[config.mk]
export PLATFORM = sky130hd
export DESIGN_NAME = serial_add_ctrl_flat
export DESIGN_NICKNAME = d
export VERILOG_FILES = /design/src/rtl/serial_add_pkg.sv /design/src/rtl/serial_add_ctrl_if.sv /design/src/rtl/serial_add_ctrl_fa_cell.sv /design/src/rtl/serial_add_ctrl.sv /design/src/flat_wrapper.sv
export SDC_FILE = /design/constraint.sdc
export NUM_CORES = 1
export LEC_CHECK = 0
export CORE_MARGIN = 1.5
export CORE_UTILIZATION = 40
export CTS_CLUSTER_DIAMETER = 120
export CTS_CLUSTER_SIZE = 14
export DETAILED_ROUTE_END_ITERATION = 7
export PLACE_DENSITY = 0.75
export SLEW_MARGIN = 20
export SYNTH_ARGS = -nofsm -noshare
export SYNTH_HDL_FRONTEND = slang
export SYNTH_SLANG_ARGS = --single-unit
[constraint.sdc]
create_clock -name clk -period 4.19 [get_ports clk]
set_input_delay 1.0475 -clock clk [delete_from_list [all_inputs] [get_ports clk]]
set_output_delay 1.0475 -clock clk [all_outputs]
set_load 0.01 [all_outputs]
[src/rtl/serial_add_pkg.sv]
`default_nettype none
// ============================================================================
// Module   : serial_add_pkg
// Purpose  : Shared types and mode constants for the bit-serial add/sub block.
// Revision : 1.0  initial release
// ============================================================================
package serial_add_pkg;

    typedef enum logic [1:0] {
        IDLE = 2'd0,
        RUN  = 2'd1,
        DONE = 2'd2
    } state_t;

    localparam logic c_mode_add = 1'b0;
    localparam logic c_mode_sub = 1'b1;

endpackage
`default_nettype wire

[src/rtl/serial_add_ctrl_if.sv]
`default_nettype none
// ============================================================================
// Module   : serial_add_ctrl_if
// Purpose  : Host-side request/result bundle of the bit-serial add/sub block.
// Revision : 1.0  initial release
// ============================================================================
interface serial_add_ctrl_if #(
    parameter int WIDTH = 8
);
    logic             start;
    logic             sub;
    logic [WIDTH-1:0] a;
    logic [WIDTH-1:0] b;
    logic             cin;
    logic             ready;
    logic             busy;
    logic             valid;
    logic [WIDTH-1:0] sum;
    logic             cout;
    logic             all_prop;

    modport master (
        output start, sub, a, b, cin,
        input  ready, busy, valid, sum, cout, all_prop
    );

    modport slave (
        input  start, sub, a, b, cin,
        output ready, busy, valid, sum, cout, all_prop
    );
endinterface
`default_nettype wire

[src/rtl/serial_add_ctrl_fa_cell.sv]
`default_nettype none
// ============================================================================
// Module   : fa_cell
// Purpose  : One-bit full adder exposing sum, propagate and carry-out.
// Revision : 1.0  initial release
// ============================================================================
module fa_cell (
    input  wire logic a,
    input  wire logic b,
    input  wire logic c,
    output logic      sum,
    output logic      propagate,
    output logic      carry
);
    assign propagate = a ^ b;
    assign sum       = propagate ^ c;
    assign carry     = (a & b) | (propagate & c);
endmodule
`default_nettype wire

[src/rtl/serial_add_ctrl.sv]
`default_nettype none
// ============================================================================
// Module   : serial_add_ctrl
// Purpose  : Bit-serial add/subtract sequencer, one bit per clock, LSB first.
//            Optional SERIAL_ADD_EARLY_DONE_EN stops add runs once the rest
//            of the operands and the carry are zero.
// Revision : 1.0  initial release
// ============================================================================
module serial_add_ctrl
    import serial_add_pkg::*;
#(
    parameter int WIDTH = 8
) (
    input  wire logic        clk,
    input  wire logic        rst_n,
    serial_add_ctrl_if.slave bus
);
    localparam int                  c_idx_w    = $clog2(WIDTH);
    localparam logic [c_idx_w-1:0]  c_last_idx = c_idx_w'(WIDTH - 1);

    state_t             r_state;
    logic [WIDTH-1:0]   r_a;
    logic [WIDTH-1:0]   r_b;
    logic [WIDTH-1:0]   r_sum;
    logic [c_idx_w-1:0] r_idx;
    logic               r_carry;
    logic               r_prop;
    logic               r_ready;
    logic               r_busy;
    logic               r_valid;
    logic               r_cout;
    logic               r_all_prop;

    logic w_s;
    logic w_p;
    logic w_c;
    logic w_last;
    logic w_early;

    fa_cell u_fa (
        .a         (r_a[r_idx]),
        .b         (r_b[r_idx]),
        .c         (r_carry),
        .sum       (w_s),
        .propagate (w_p),
        .carry     (w_c)
    );

    assign w_last = (r_idx == c_last_idx);

`ifdef SERIAL_ADD_EARLY_DONE_EN
    logic               r_add_mode;
    logic [c_idx_w:0]   w_shamt;
    logic [WIDTH-1:0]   w_upper;

    // Nothing above the current bit can change the result once these are zero.
    assign w_shamt = {1'b0, r_idx} + (c_idx_w + 1)'(1);
    assign w_upper = (r_a | r_b) >> w_shamt;
    assign w_early = r_add_mode && (w_upper == '0) && !w_c;
`else
    assign w_early = 1'b0;
`endif

    always_ff @(posedge clk or negedge rst_n) begin
        if (!rst_n) begin
            r_state    <= IDLE;
            r_a        <= '0;
            r_b        <= '0;
            r_sum      <= '0;
            r_idx      <= '0;
            r_carry    <= 1'b0;
            r_prop     <= 1'b0;
            r_ready    <= 1'b1;
            r_busy     <= 1'b0;
            r_valid    <= 1'b0;
            r_cout     <= 1'b0;
            r_all_prop <= 1'b0;
`ifdef SERIAL_ADD_EARLY_DONE_EN
            r_add_mode <= 1'b0;
`endif
        end else begin
            r_valid <= 1'b0;
            case (r_state)
                IDLE, DONE: begin
                    if (bus.start) begin
                        r_a     <= bus.a;
                        r_b     <= (bus.sub == c_mode_sub) ? ~bus.b : bus.b;
                        r_carry <= (bus.sub == c_mode_sub) ? ~bus.cin : bus.cin;
                        r_sum   <= '0;
                        r_idx   <= '0;
                        r_prop  <= 1'b1;
                        r_ready <= 1'b0;
                        r_busy  <= 1'b1;
                        r_state <= RUN;
`ifdef SERIAL_ADD_EARLY_DONE_EN
                        r_add_mode <= (bus.sub == c_mode_add);
`endif
                    end else begin
                        r_state <= IDLE;
                    end
                end
                RUN: begin
                    r_sum[r_idx] <= w_s;
                    r_carry      <= w_c;
                    r_prop       <= r_prop & w_p;
                    if (w_last || w_early) begin
                        r_state    <= DONE;
                        r_valid    <= 1'b1;
                        r_ready    <= 1'b1;
                        r_busy     <= 1'b0;
                        r_cout     <= w_c;
                        // An early stop leaves zero bits above, so no group propagate.
                        r_all_prop <= r_prop & w_p & w_last;
                    end else begin
                        r_idx <= r_idx + c_idx_w'(1);
                    end
                end
                default: r_state <= IDLE;
            endcase
        end
    end

    assign bus.ready    = r_ready;
    assign bus.busy     = r_busy;
    assign bus.valid    = r_valid;
    assign bus.sum      = r_sum;
    assign bus.cout     = r_cout;
    assign bus.all_prop = r_all_prop;

endmodule
`default_nettype wire

[src/flat_wrapper.sv]
// flat-port wrapper written by rule: the top's interface ports become plain ports
module serial_add_ctrl_flat import serial_add_pkg::*;
#(
    parameter int WIDTH = 8
)
  (clk, rst_n, bus_start, bus_sub, bus_a, bus_b, bus_cin, bus_ready, bus_busy, bus_valid, bus_sum, bus_cout, bus_all_prop);
  serial_add_ctrl_if #(.WIDTH(WIDTH)) bus_i ();
  input  wire logic clk;
  input  wire logic rst_n;
  input wire logic [$bits(bus_i.start)-1:0] bus_start;
  input wire logic [$bits(bus_i.sub)-1:0] bus_sub;
  input wire logic [$bits(bus_i.a)-1:0] bus_a;
  input wire logic [$bits(bus_i.b)-1:0] bus_b;
  input wire logic [$bits(bus_i.cin)-1:0] bus_cin;
  output wire logic [$bits(bus_i.ready)-1:0] bus_ready;
  output wire logic [$bits(bus_i.busy)-1:0] bus_busy;
  output wire logic [$bits(bus_i.valid)-1:0] bus_valid;
  output wire logic [$bits(bus_i.sum)-1:0] bus_sum;
  output wire logic [$bits(bus_i.cout)-1:0] bus_cout;
  output wire logic [$bits(bus_i.all_prop)-1:0] bus_all_prop;
  assign bus_i.start = bus_start;
  assign bus_i.sub = bus_sub;
  assign bus_i.a = bus_a;
  assign bus_i.b = bus_b;
  assign bus_i.cin = bus_cin;
  assign bus_ready = bus_i.ready;
  assign bus_busy = bus_i.busy;
  assign bus_valid = bus_i.valid;
  assign bus_sum = bus_i.sum;
  assign bus_cout = bus_i.cout;
  assign bus_all_prop = bus_i.all_prop;
  serial_add_ctrl #(.WIDTH(WIDTH)) u_core (.clk(clk), .rst_n(rst_n), .bus(bus_i));
endmodule
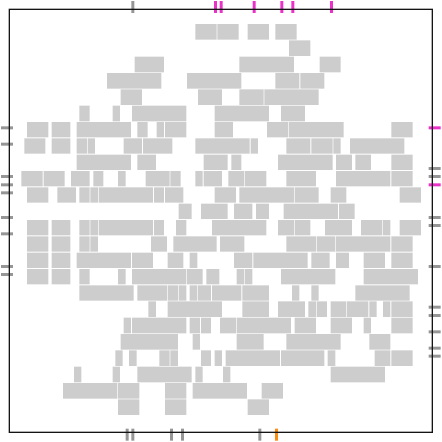
Run 1: pin placement
Scale: 6 px per um. Pins as bars across the die edge, other pins in gray.
port	color	pins	direction	edge
bus_all_prop	orange	1	output	bottom
bus_a	magenta	8	input	6 top, 2 right

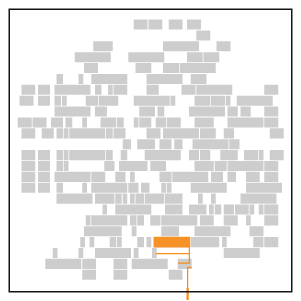
Run 1: nets reached from selected ports
Scale: 4 px per um.
port	color	bits	direction	edge	end cells	buffers	wire
bus_all_prop	orange	1	output	bottom	1	1	22.0 um
I/O pins: 34
port buffer count: 33

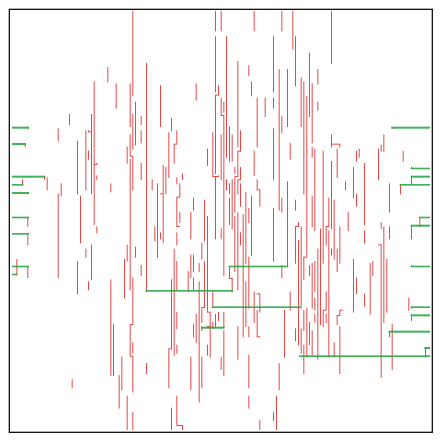
Run 1: wiring by layer
Scale: 6 px per um. Two of the layers only.
layer	color	wire length
M2	red	1500 um
M3	green	123 um
WL/cell: 12.6 um
Vias: 1228

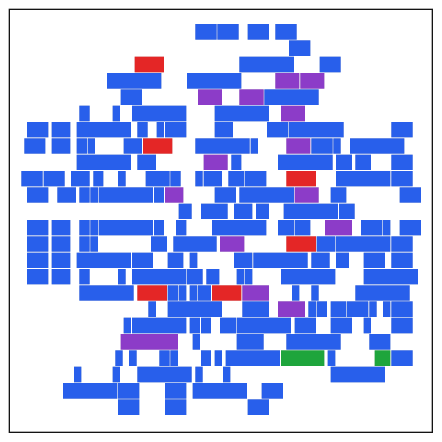
Run 1: drive-strength map
Scale: 6 px per um.
size	color	cells	share
x1 and smaller	blue	171	89%
x3 and x4	green	2	1.0%
x2	purple	14	7.3%
x6 and larger	red	6	3.1%

==> run 1: where the power goes <==
group          internal, W  leakage, nW  total [W]  switching [W]
clock network     0.000134       0.0455   0.000247       0.000113
logic             0.000378        0.493   0.000714       0.000336
registers         0.000500        0.447   0.000653       0.000152
==> run 1: worst max-delay path: cells and delay by family <==
kind	cells	cell delay, ns
mux	1	0.30
simple gates	2	0.82
buf+inv	1	0.54
==> run 1: kinds of logic (layout without fill, tap and decap cells) <==
family / after synthesis / in the layout
and+or+nand+nor: 48 / 48
muxes: 18 / 18
AOI/OAI and AO/OA: 31 / 31
adders and majority gates: 4 / 4
DFF: 36 / 36
xor gates and xnor gates: 9 / 9
buffers and inverters: 17 / 47
==> run 1: worst paths after layout <==
kind	from	to	depth (start not counted)
max	bus_start	u_core.r_idx[0]	4
min	u_core.bus.ready	u_core.bus.ready	2
max reg2reg	u_core.r_idx[1]	u_core.bus.sum[1]	5
min reg2reg	u_core.bus.ready	u_core.bus.ready	2
max in group asynchronous	rst_n	u_core.bus.ready	2
min in group asynchronous	rst_n	u_core.bus.sum[6]	2
==> run 1: metrics by stage <==
stage | area (um2) | util, % | hold WS, ns
finish | 2220 | 51.0 | 0.461
global route | 2220 | 51.0 | 0.499
CTS | 2220 | 51.0 | 0.463
detailed placement | 2130 | 49.0 | 0.455
global placement | 2130 | 49.0 | 0.448
floorplan | 1810 | - | 0.441
==> run 1: layout make-up <==
cell class / instances / area [um2] / area share [%]
clock buffer: 8 / 90.1 / 4.05
inverter: 5 / 18.8 / 0.845
multi-input combinational: 110 / 808 / 36.4
sequential: 36 / 902 / 40.6
tap: 52 / 65.1 / 2.93
timing repair buffer: 34 / 338 / 15.2
==> GITHUB_STEP_SUMMARY, run 1 <==
### Yosys + OpenROAD results

| Metric | Value |
|---|---|
| Met3 usage | `4.76%` |
| Postcts setup bufs | `0` |
| GRT busiest layer | `met2` |
| Worst Slack Setup Final | `1.64 ns` |
| H-tree levels | `2` |
| Antenna diode count | `0` |
| Run status | `completed` |
| Top-area cell share | `48.4%` |
| LEAKAGE | `0.986 nW` |
| Biggest area cells | `dfrtp_1, mux2_2, mux2i_1` |
| GP Congestion | `0.729` |
| Worst-path clk slew | `0.07 ns` |
| Number of remaining DRC errors | `0` |
| Met1 Usage GRT | `18.1%` |
| Endpoints failing hold | `0` |
| Relative slew slack | `41.2%` |
| Met3 routed WL | `123 um` |
| Number of logged tool warnings | `27` |
| Cell Count, Final, Fillers Out | `245` |
| Detail Route Antenna Nets | `0` |
| Ys flop type | `dfrtp_1` |
==> run 2, diff against run 1 <==
Clock period 4.19 ns to 2.5 ns, I/O delays scaled along.
==> run 2 against run 1 <==
Compared with the run above:
- utilization up 0.98 points
- cell count rose by 2.0%
- sequential cell count unchanged
- first-iteration DRC count down 59%
- register-to-register slack worse by 1.5 ns
- routed wire length grew 0.16%
- via count grew 3.7%
- clock power up 73%
- critical path type is now flip-flop to flip-flop
- critical endpoint is now u_core.bus.sum[1]
==> GITHUB_STEP_SUMMARY, run 2 <==
### Yosys + OpenROAD results

| Metric | Value |
|---|---|
| Run status | `completed (unchanged)` |
| H-tree levels | `2 (unchanged)` |
| CP top delay family | `adder cells (was simple AND/OR/NAND/NOR gates)` |
| Tot Pwr | `0.00275 W (was 0.00161 W)` |
| R2r worst-path depth | `5 (unchanged)` |
| FF-to-FF Start | `u_core.r_idx[1] (unchanged)` |
| Post-Place Cell Area | `2170 um2 (was 2130 um2)` |
| Hold path start | `u_core.bus.all_prop (was u_core.bus.ready)` |
| I/O pins | `34 (unchanged)` |
| CTS buffer count | `5 (unchanged)` |
| Max Root-Sink Buffers | `2 (unchanged)` |
| Met3 routed WL | `138 um (was 123 um)` |
| Met1 Usage GRT | `17.4% (was 18.1%)` |
| Final period util | `90.4%` |
| Biggest area cells | `dfrtp_1, mux2_2, mux2i_1 (unchanged)` |
| Worst path bufs/invs | `0 (was 1)` |
| Endpoints failing hold | `0 (unchanged)` |
| Relative slew slack | `66.6% (was 41.2%)` |
| Detail Route Antenna Nets | `0 (unchanged)` |
| Sink of the worst hold path | `u_core.bus.all_prop (was u_core.bus.ready)` |
| Area growth syn-to-layout | `25.1% (was 22.7%)` |
| Met3 usage | `3.17% (was 4.76%)` |
| Postcts setup bufs | `0 (unchanged)` |
| Cell Count, Final, Fillers Out | `250 (was 245)` |
| Top-area cell share | `48.4% (unchanged)` |
| Hold WS | `0.464 ns (was 0.461 ns)` |
| Arrival time worst endpoint | `2.44 ns (was 2.72 ns)` |
| Worst-path clk slew | `0.07 ns (about the same)` |
| Setup slack, reg-to-reg | `0.24 ns (was 1.71 ns)` |
| Vias in the first global route | `1207 (was 1192)` |
| Antenna diode count | `0 (unchanged)` |
| GP Congestion | `0.706 (was 0.729)` |
| Worst Slack Setup Final | `0.241 ns (was 1.64 ns)` |
| LEAKAGE | `1.01 nW (was 0.986 nW)` |
| DRT iter0 DRCs | `36 (was 88)` |
| Largest net degree at the start of global routing | `37 (unchanged)` |
| Number of remaining DRC errors | `0 (unchanged)` |
| Final Instance Area | `2260 um2 (was 2220 um2)` |
| Number of logged tool warnings | `27 (unchanged)` |
| Ys flop type | `dfrtp_1 (unchanged)` |
run 2: area by class of cell:
cell class | instances | area, um2 | share of cell area (%)
flip-flops and latches | 36 | 903 | 39.9
multi-input cells | 110 | 808 | 35.7
repair buffers | 39 | 375 | 16.6
clock buffers | 7 | 86.3 | 3.81
well taps | 52 | 65.1 | 2.87
inverters | 5 | 18.8 | 0.829
clock inverters | 1 | 7.51 | 0.331
run 2: repair_timing:
action,in CTS,in global routing
setup endpoints to repair,0,1
gates resized,0,1
endpoints found under the hold margin,0,0
run 2: worst max path at each step:
stage,depth (start not counted),endpoint,from
4_1_cts,5,u_core.bus.sum[1],u_core.r_idx[1]
5_1_grt,5,u_core.bus.sum[1],u_core.r_idx[0]
3_3_place_gp,5,u_core.bus.sum[1],u_core.r_idx[1]
6_report,5,u_core.bus.sum[1],u_core.r_idx[1]
2_1_floorplan,7,u_core.bus.sum[1],u_core.r_idx[1]
3_5_place_dp,5,u_core.bus.sum[1],u_core.r_idx[1]
run 2: report_power, final:
group | switching [W] | internal (W) | leakage [nW]
Combinational | 0.000584 | 0.000663 | 0.518
Clock | 0.000204 | 0.000224 | 0.0445
Sequential | 0.000232 | 0.000841 | 0.446
Total | 0.00102 | 0.00173 | 1.01
run 2: tightest hold or removal path: stages (launching register included):
cell and delay [ns]:
dfrtp_1 0.34, nand2_1 0.05, nand2_1 0.05
run 2: kinds of logic after synthesis:
group	after synthesis	share of synthesized area, %
AND/OR/NAND/NOR	48	15.1
buffers and inverters	17	5.53
adder cells (fa/ha/maj)	4	3.18
multiplexers	18	10.6
XOR/XNOR	9	4.35
flip-flops	36	49.8
AND-OR/OR-AND	31	11.4
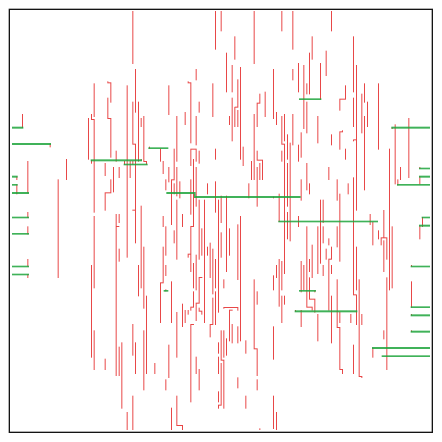
Run 2: wiring by layer
Scale: 6 px per um. Two of the layers only.
layer	color	wire length
M2	red	1490 um
M3	green	138 um
WL/cell: 12.3 um
final wirelength: 3090 um
Vias: 1273
GRT Util Overall: 13.8%

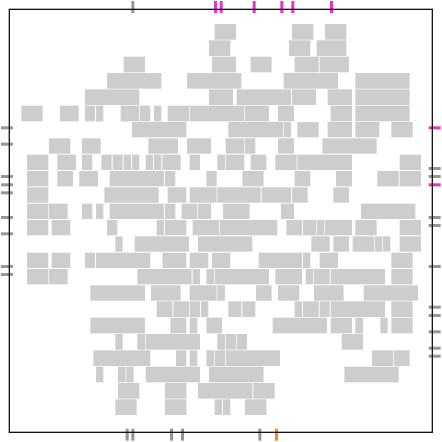
Run 2: pin placement
Scale: 6 px per um. Pins as bars across the die edge, other pins in gray.
port	color	pins	direction	edge
bus_all_prop	orange	1	output	bottom
bus_a	magenta	8	input	6 top, 2 right
all pins by edge	12 right, 9 left, 7 top, 6 bottom
die y size: 70.3 um
die width: 70.3 um

==> run 3, diff against run 2 <==
Settings changed: CORE_MARGIN 1.5 to not set.
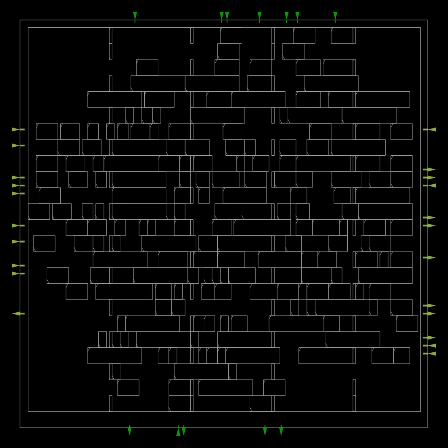
Run 3: cell placement
sequential share of cell area: 40.0%
final core utilization: 51.8%
tap cells: 52
fill count: 416

==> run 3 against run 2 <==
Compared with the run above:
- register-to-register slack lost 0.02 ns
- die size shrank 2.8%
- worst hold slack gained 0.011 ns
- final area shrank 0.33%
- routed wire length shrank 2.8%
- clock-buffer cell count is the same
- non-clock buffer count shrank 1
- combinational power is essentially flat
- critical path type unchanged
- largest cell class unchanged
==> GITHUB_STEP_SUMMARY, run 3 <==
### Yosys + OpenROAD results

| Metric | Value |
|---|---|
| Endpoints failing hold | `0 (unchanged)` |
| MI comb area | `808 um2 (unchanged)` |
| WL/cell | `12.1 um (was 12.3 um)` |
| Tot Pwr | `0.00273 W (was 0.00275 W)` |
| DRT iter0 DRCs | `57 (was 36)` |
| Relative slew slack | `65.2% (was 66.6%)` |
| I/O pins | `34 (unchanged)` |
| Max Root-Sink Buffers | `2 (unchanged)` |
| Final wirelength | `3000 um (was 3090 um)` |
| Die width | `69.3 um (was 70.3 um)` |
| Top-area cell share | `48.4% (unchanged)` |
| CP top delay family | `flip-flops (was adder cells)` |
| Post-Place Cell Area | `2160 um2 (was 2170 um2)` |
| Cell Count, Final, Fillers Out | `249 (was 250)` |
| Number of logged tool warnings | `27 (unchanged)` |
| H-tree levels | `2 (unchanged)` |
| Worst Slack Setup Final | `0.224 ns (was 0.241 ns)` |
| FF-to-FF Start | `u_core.r_idx[0] (was u_core.r_idx[1])` |
| GRT Util Overall | `14.0% (was 13.8%)` |
| Biggest area cells | `dfrtp_1, mux2_2, mux2i_1 (unchanged)` |
| Run status | `completed (unchanged)` |
| CTS buffer count | `5 (unchanged)` |
| Arrival time worst endpoint | `2.45 ns (was 2.44 ns)` |
| Die y size | `69.3 um (was 70.3 um)` |
| LEAKAGE | `1.00 nW (was 1.01 nW)` |
| Worst-path clk slew | `0.07 ns (about the same)` |
| Final period util | `91.0% (was 90.4%)` |
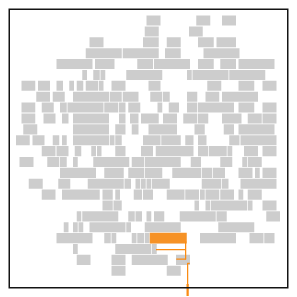
Run 3: nets reached from selected ports
Scale: 4 px per um.
port	color	bits	direction	edge	end cells	buffers	wire
bus_all_prop	orange	1	output	bottom	1	1	20.1 um

[run 3: cell counts after synthesis]
No cell type changed its count.
[run 3: power by group]
group | total [W] | internal (W) | switching, W
combinational | 0.00123 | 0.000659 | 0.000575
clock | 0.000419 | 0.000224 | 0.000195
sequential | 0.00107 | 0.000842 | 0.000233
total | 0.00273 | 0.00172 | 0.00100
[run 3: path summary, 6_finish.rpt]
kind	depth (start not counted)	endpoint	slack [ns]
setup / recovery	5	u_core.bus.sum[1]	0.22
setup reg to reg	5	u_core.bus.sum[1]	0.22
min in group asynchronous	2	u_core.bus.all_prop	0.75
max in group asynchronous	2	u_core.bus.ready	1.42
hold / removal	2	u_core.bus.all_prop	0.48
hold reg to reg	2	u_core.bus.all_prop	0.48
[run 3: layer usage]
layer / GRT usage, % / part of all wire [%] / vias up
li1: - / - / 627
met1: 17.0 / 48 / 582
met2: 22.7 / 46 / 27
met4: 7.48 / 1.7 / 0
met5: 0 / 0 / -
met3: 3.63 / 4.1 / 5
[run 3: layout make-up]
cell class              instances  area share [%]
inverters                       5           0.831
well taps                      52            2.88
repair buffers                 38            16.3
multi-input cells             110            35.8
flip-flops and latches         36            40.0
clock inverters                 1           0.333
clock buffers                   7            3.82
[run 3: what timing repair did]
item	in CTS	in global routing
resized	0	1
hold buffers	0	0
endpoints found under the setup margin	0	1
[run 3: tightest hold or removal path, stage by stage, from the launching register on]
cell	delay, ns
dfrtp_1	0.35
nand2_1	0.05
nand2_1	0.05
[run 3: kinds of logic after synthesis]
family,Yosys count,synth area share [%]
multiplexers,18,10.6
AND-OR/OR-AND,31,11.4
XOR/XNOR,9,4.35
flip-flops,36,49.8
buffers and inverters,17,5.53
adder cells (fa/ha/maj),4,3.18
AND/OR/NAND/NOR,48,15.1
Power and IR drop assume default switching activity.
